### src/rtl/voice_allocator.sv
// Voice allocator: maps note-on/note-off events onto VOICE_COUNT synthesis pipelines
// (retrigger matching note > lowest free voice > steal oldest busy voice).
// Latency: accept at edge T, strobe visible after edge T+VOICE_COUNT, ready again one cycle later.
// Backpressure: event_ready is high only in IDLE; a held event_valid waits there, fields held stable.
//
// Ports:
//   clock_50_000_000, reset       - single clock, asynchronous active-high reset
//   event_valid/ready/on/note/velocity - input event handshake and fields
//   sustain                       - pedal level (VOICE_ALLOCATOR_SUSTAIN_EN builds only)
//   voice_strobe/on/note/velocity/stolen - one-cycle registered dispatch to a pipeline
//   voice_active                  - per-voice busy bits
// Optional feature macro: VOICE_ALLOCATOR_SUSTAIN_EN (sustain pedal defers note-offs).

module voice_allocator #(
    parameter int VOICE_COUNT    = 8,
    parameter int NOTE_WIDTH     = 7,
    parameter int VELOCITY_WIDTH = 7,
    parameter int AGE_WIDTH      = 8
) (
    input  logic                      clock_50_000_000,
    input  logic                      reset,
    input  logic                      event_valid,
    output logic                      event_ready,
    input  logic                      event_on,
    input  logic [NOTE_WIDTH-1:0]     event_note,
    input  logic [VELOCITY_WIDTH-1:0] event_velocity,
    input  logic                      sustain,
    output logic [VOICE_COUNT-1:0]    voice_strobe,
    output logic                      voice_on,
    output logic [NOTE_WIDTH-1:0]     voice_note,
    output logic [VELOCITY_WIDTH-1:0] voice_velocity,
    output logic                      voice_stolen,
    output logic [VOICE_COUNT-1:0]    voice_active
);

    localparam int IW = (VOICE_COUNT > 1) ? $clog2(VOICE_COUNT) : 1;
    localparam logic [IW-1:0]          LAST_IDX = IW'(VOICE_COUNT - 1);
    localparam logic [AGE_WIDTH-1:0]   AGE_MAX  = '1;
    localparam logic [VOICE_COUNT-1:0] ONE_HOT0 = VOICE_COUNT'(1);

    typedef enum logic [1:0] {
        ST_IDLE    = 2'd0,
        ST_SEARCH  = 2'd1,
`ifdef VOICE_ALLOCATOR_SUSTAIN_EN
        ST_ISSUE   = 2'd2,
        ST_RELEASE = 2'd3
`else
        ST_ISSUE   = 2'd2
`endif
    } state_t;

    state_t state_q, state_d;
    logic [IW-1:0] idx_q, idx_d;

    // Captured event
    logic                      cap_on_q, cap_on_d;
    logic [NOTE_WIDTH-1:0]     cap_note_q, cap_note_d;
    logic [VELOCITY_WIDTH-1:0] cap_vel_q, cap_vel_d;

    // Running search results
    logic                 mt_vld_q, mt_vld_d;
    logic [IW-1:0]        mt_idx_q, mt_idx_d;
    logic                 fr_vld_q, fr_vld_d;
    logic [IW-1:0]        fr_idx_q, fr_idx_d;
    logic                 old_vld_q, old_vld_d;
    logic [IW-1:0]        old_idx_q, old_idx_d;
    logic [AGE_WIDTH-1:0] old_age_q, old_age_d;

    // Per-voice state
    logic [VOICE_COUNT-1:0] busy_q, busy_d;
    logic [NOTE_WIDTH-1:0]  note_q [VOICE_COUNT];
    logic [NOTE_WIDTH-1:0]  note_d [VOICE_COUNT];
    logic [AGE_WIDTH-1:0]   age_q  [VOICE_COUNT];
    logic [AGE_WIDTH-1:0]   age_d  [VOICE_COUNT];

    // Registered outputs
    logic [VOICE_COUNT-1:0]    strobe_q, strobe_d;
    logic                      von_q, von_d;
    logic [NOTE_WIDTH-1:0]     vnote_q, vnote_d;
    logic [VELOCITY_WIDTH-1:0] vvel_q, vvel_d;
    logic                      stolen_q, stolen_d;

    // Search view including the voice examined this cycle
    logic                 m_vld, f_vld, o_vld;
    logic [IW-1:0]        m_idx, f_idx, o_idx;
    logic [AGE_WIDTH-1:0] o_age;
    logic [IW-1:0]        tgt;
    logic                 eff_on;
    logic                 defer_off;

`ifdef VOICE_ALLOCATOR_SUSTAIN_EN
    logic                   cap_sus_q, cap_sus_d;
    logic [VOICE_COUNT-1:0] held_q, held_d;
    logic                   sus_q, sus_dly_q;
    logic                   pend_q, pend_d;
    logic                   sus_fall;
    logic                   rel_vld;
    logic [IW-1:0]          rel_idx;

    assign sus_fall  = sus_dly_q & ~sus_q;
    assign defer_off = cap_sus_q;

    // Lowest-index held voice is released first
    always_comb begin
        rel_vld = 1'b0;
        rel_idx = '0;
        for (int i = VOICE_COUNT - 1; i >= 0; i--) begin
            if (held_q[i]) begin
                rel_vld = 1'b1;
                rel_idx = IW'(i);
            end
        end
    end
`else
    logic unused_sustain;
    assign unused_sustain = sustain;
    assign defer_off      = 1'b0;
`endif

    // Velocity-0 note-on is a note-off
    assign eff_on = cap_on_q && (cap_vel_q != '0);

    always_comb begin
        m_vld = mt_vld_q;
        m_idx = mt_idx_q;
        f_vld = fr_vld_q;
        f_idx = fr_idx_q;
        o_vld = old_vld_q;
        o_idx = old_idx_q;
        o_age = old_age_q;
        if (!mt_vld_q && busy_q[idx_q] && (note_q[idx_q] == cap_note_q)) begin
            m_vld = 1'b1;
            m_idx = idx_q;
        end
        if (!fr_vld_q && !busy_q[idx_q]) begin
            f_vld = 1'b1;
            f_idx = idx_q;
        end
        // Strictly greater keeps the lowest index on ties
        if (busy_q[idx_q] && (!old_vld_q || (age_q[idx_q] > old_age_q))) begin
            o_vld = 1'b1;
            o_idx = idx_q;
            o_age = age_q[idx_q];
        end
    end

    always_comb begin
        state_d    = state_q;
        idx_d      = idx_q;
        cap_on_d   = cap_on_q;
        cap_note_d = cap_note_q;
        cap_vel_d  = cap_vel_q;
        mt_vld_d   = mt_vld_q;
        mt_idx_d   = mt_idx_q;
        fr_vld_d   = fr_vld_q;
        fr_idx_d   = fr_idx_q;
        old_vld_d  = old_vld_q;
        old_idx_d  = old_idx_q;
        old_age_d  = old_age_q;
        busy_d     = busy_q;
        note_d     = note_q;
        age_d      = age_q;
        strobe_d   = '0;
        stolen_d   = 1'b0;
        von_d      = von_q;
        vnote_d    = vnote_q;
        vvel_d     = vvel_q;
        tgt        = '0;
`ifdef VOICE_ALLOCATOR_SUSTAIN_EN
        cap_sus_d  = cap_sus_q;
        held_d     = held_q;
        pend_d     = pend_q | sus_fall;
`endif

        case (state_q)
            ST_IDLE: begin
                if (event_valid) begin
                    cap_on_d   = event_on;
                    cap_note_d = event_note;
                    cap_vel_d  = event_velocity;
                    mt_vld_d   = 1'b0;
                    fr_vld_d   = 1'b0;
                    old_vld_d  = 1'b0;
                    mt_idx_d   = '0;
                    fr_idx_d   = '0;
                    old_idx_d  = '0;
                    old_age_d  = '0;
                    idx_d      = '0;
                    state_d    = ST_SEARCH;
`ifdef VOICE_ALLOCATOR_SUSTAIN_EN
                    cap_sus_d  = sustain;
                end else if (pend_q) begin
                    pend_d  = 1'b0;
                    state_d = ST_RELEASE;
`endif
                end
            end

            ST_SEARCH: begin
                mt_vld_d  = m_vld;
                mt_idx_d  = m_idx;
                fr_vld_d  = f_vld;
                fr_idx_d  = f_idx;
                old_vld_d = o_vld;
                old_idx_d = o_idx;
                old_age_d = o_age;
                if (idx_q != LAST_IDX) begin
                    idx_d = idx_q + IW'(1);
                end else begin
                    // Decision taken on the last scan cycle so the outputs are
                    // registered and visible during ISSUE.
                    state_d = ST_ISSUE;
                    if (eff_on) begin
                        if (m_vld) begin
                            tgt = m_idx;
                        end else begin
                            tgt      = f_vld ? f_idx : o_idx;
                            stolen_d = !f_vld;
                            for (int i = 0; i < VOICE_COUNT; i++) begin
                                if (busy_q[i] && (IW'(i) != tgt) && (age_q[i] != AGE_MAX)) begin
                                    age_d[i] = age_q[i] + AGE_WIDTH'(1);
                                end
                            end
                            busy_d[tgt] = 1'b1;
                            note_d[tgt] = cap_note_q;
                            age_d[tgt]  = '0;
                        end
`ifdef VOICE_ALLOCATOR_SUSTAIN_EN
                        held_d[tgt] = 1'b0;
`endif
                        strobe_d = ONE_HOT0 << tgt;
                        von_d    = 1'b1;
                        vnote_d  = cap_note_q;
                        vvel_d   = cap_vel_q;
                    end else if (m_vld) begin
                        if (!defer_off) begin
                            strobe_d      = ONE_HOT0 << m_idx;
                            von_d         = 1'b0;
                            vnote_d       = cap_note_q;
                            vvel_d        = cap_vel_q;
                            busy_d[m_idx] = 1'b0;
                            age_d[m_idx]  = '0;
                        end
`ifdef VOICE_ALLOCATOR_SUSTAIN_EN
                        held_d[m_idx] = defer_off;
`endif
                    end
                end
            end

            ST_ISSUE: begin
`ifdef VOICE_ALLOCATOR_SUSTAIN_EN
                if (pend_d) begin
                    pend_d  = 1'b0;
                    state_d = ST_RELEASE;
                end else begin
                    state_d = ST_IDLE;
                end
`else
                state_d = ST_IDLE;
`endif
            end

`ifdef VOICE_ALLOCATOR_SUSTAIN_EN
            ST_RELEASE: begin
                if (rel_vld) begin
                    strobe_d        = ONE_HOT0 << rel_idx;
                    von_d           = 1'b0;
                    vnote_d         = note_q[rel_idx];
                    vvel_d          = '0;
                    busy_d[rel_idx] = 1'b0;
                    held_d[rel_idx] = 1'b0;
                    age_d[rel_idx]  = '0;
                end else begin
                    state_d = ST_IDLE;
                end
            end
`endif

            default: state_d = ST_IDLE;
        endcase
    end

    always_ff @(posedge clock_50_000_000 or posedge reset) begin
        if (reset) begin
            state_q    <= ST_IDLE;
            idx_q      <= '0;
            cap_on_q   <= 1'b0;
            cap_note_q <= '0;
            cap_vel_q  <= '0;
            mt_vld_q   <= 1'b0;
            mt_idx_q   <= '0;
            fr_vld_q   <= 1'b0;
            fr_idx_q   <= '0;
            old_vld_q  <= 1'b0;
            old_idx_q  <= '0;
            old_age_q  <= '0;
            busy_q     <= '0;
            for (int i = 0; i < VOICE_COUNT; i++) begin
                note_q[i] <= '0;
                age_q[i]  <= '0;
            end
            strobe_q   <= '0;
            von_q      <= 1'b0;
            vnote_q    <= '0;
            vvel_q     <= '0;
            stolen_q   <= 1'b0;
`ifdef VOICE_ALLOCATOR_SUSTAIN_EN
            cap_sus_q  <= 1'b0;
            held_q     <= '0;
            sus_q      <= 1'b0;
            sus_dly_q  <= 1'b0;
            pend_q     <= 1'b0;
`endif
        end else begin
            state_q    <= state_d;
            idx_q      <= idx_d;
            cap_on_q   <= cap_on_d;
            cap_note_q <= cap_note_d;
            cap_vel_q  <= cap_vel_d;
            mt_vld_q   <= mt_vld_d;
            mt_idx_q   <= mt_idx_d;
            fr_vld_q   <= fr_vld_d;
            fr_idx_q   <= fr_idx_d;
            old_vld_q  <= old_vld_d;
            old_idx_q  <= old_idx_d;
            old_age_q  <= old_age_d;
            busy_q     <= busy_d;
            note_q     <= note_d;
            age_q      <= age_d;
            strobe_q   <= strobe_d;
            von_q      <= von_d;
            vnote_q    <= vnote_d;
            vvel_q     <= vvel_d;
            stolen_q   <= stolen_d;
`ifdef VOICE_ALLOCATOR_SUSTAIN_EN
            cap_sus_q  <= cap_sus_d;
            held_q     <= held_d;
            sus_q      <= sustain;
            sus_dly_q  <= sus_q;
            pend_q     <= pend_d;
`endif
        end
    end

    assign event_ready    = (state_q == ST_IDLE);
    assign voice_strobe   = strobe_q;
    assign voice_on       = von_q;
    assign voice_note     = vnote_q;
    assign voice_velocity = vvel_q;
    assign voice_stolen   = stolen_q;
    assign voice_active   = busy_q;

endmodule

### config.mk
export PLATFORM = sky130hd
export DESIGN_NAME = voice_allocator
export DESIGN_NICKNAME = d
export VERILOG_FILES = /design/src/rtl/voice_allocator.sv
export SDC_FILE = /design/constraint.sdc
export NUM_CORES = 1
export LEC_CHECK = 0
export ABC_CLOCK_PERIOD_IN_PS = 15400
export CAP_MARGIN = 40
export CORE_UTILIZATION = 35
export DETAILED_ROUTE_END_ITERATION = 16
export GPL_TIMING_DRIVEN = 0
export PLACE_DENSITY = 0.62
export SETUP_SLACK_MARGIN = 0.05
export SLEW_MARGIN = 20
export SYNTH_ARGS = -nofsm -noshare
export SYNTH_HDL_FRONTEND = slang
export SYNTH_SLANG_ARGS = --single-unit
### constraint.sdc
create_clock -name clock_50_000_000 -period 15.4 [get_ports clock_50_000_000]
set_input_delay 4.62 -clock clock_50_000_000 [delete_from_list [all_inputs] [get_ports clock_50_000_000]]
set_output_delay 4.62 -clock clock_50_000_000 [all_outputs]
set_load 0.03 [all_outputs]
==> images/sizes.png <==
Scale bar: 50 um.
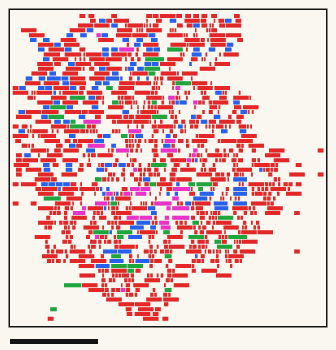
legend:
  green:
    size: _6 and larger
    cells: 41
    share: 3.7%
  magenta:
    size: _3 and _4 cells
    cells: 36
    share: 3.2%
  blue:
    size: _2 cells
    cells: 136
    share: 12%
  red:
    size: _0 and _1 cells
    cells: 895
    share: 81%
Signal buffers: 116
Final WS setup: 9.02 ns
Layout area overhead: 15.5%

==> images/placement.png <==
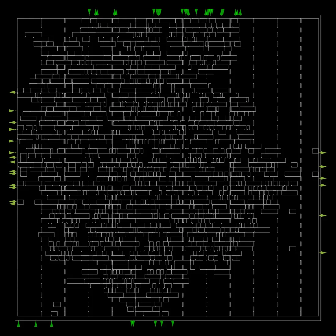
Seq area share: 38.0%
fin util: 41.2%

==> images/layer_met3.png <==
Scale bar: 50 um.
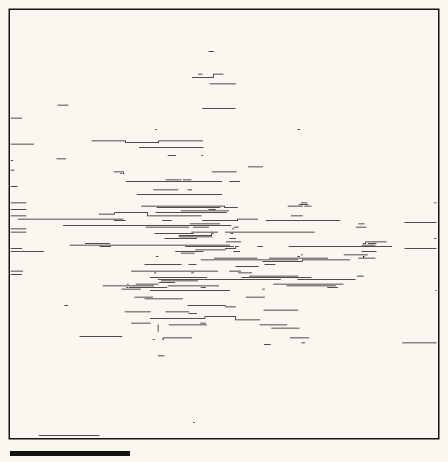
nets with wire on the layer: 106
share of all routed wire: 6.2%
wire length on this layer: 1,910 um
longest straight run: 69.9 um
main direction: horizontal

==> images/layer_met4.png <==
Supply wires on this layer in grey.
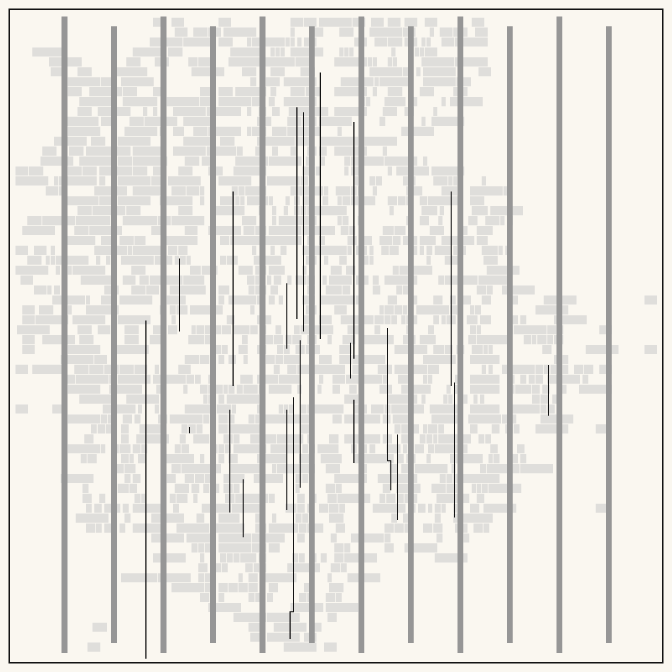
wire length on this layer: 815 um
longest straight run: 92.5 um
nets with wire on the layer: 18
share of all routed wire: 2.7%

==> images/wires.png <==
Scale bar: 50 um.
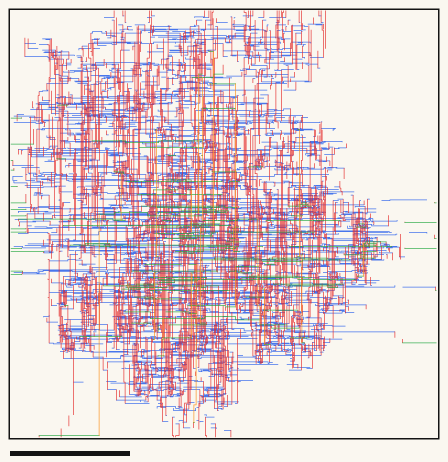
legend:
  orange:
    layer: metal 4
    wire_length: 815 um
  green:
    layer: metal 3
    wire_length: 1,910 um
  blue:
    layer: metal 1
    wire_length: 13,900 um
  red:
    layer: metal 2
    wire_length: 14,200 um

==> flow_metrics.py <==
# Auto-generated metrics
metrics = {
    "grt": {
        "gr-usage-met1_pct": 27.8,
        "grt_use_met3_pct": 3.54,
        "grt_max_degree": 82,
        "use_met2_pct": 31.2,
    },
    "yosys": {
        "netlist_logic_family_top": "simple AND/OR/NAND/NOR gates",
        "yosys_cells": 1020,
        "yosysTopAreaCell": "dfrtp_1",
        "fa_ha_area_share_pct": 2.06,
        "synth.area.mux_share_pct": 15.1,
    },
    "floorplan": {
        "n_tap_cell": 396,
        "die_x_um": 179,
    },
    "final_layout": {
        "seqCellArea_um2": 4800,
        "layout_top_cell": "dfrtp_1",
        "inv_count": 25,
        "logic_gate_count": 743,
    },
    "final_timing": {
        "final-hold-violation-count": 0,
        "maxSlewViolCount": 0,
        "worstMarginPinSlew_ns": 0.859,
    },
    "pwr": {
        "combPwrFrac_pct": 46.0,
        "seqPwrFrac_pct": 31.9,
    },
    "place": {
        "dp_worst_setup_slack_ns": 8.69,
        "place_area_um2": 12000,
    },
    "setup_path": {
        "crit_required_ns": 10.78,
    },
    "routing": {
        "drc": 0,
    },
    "outcome": {
        "status": "completed",
    },
}
Power and IR drop assume default switching activity.
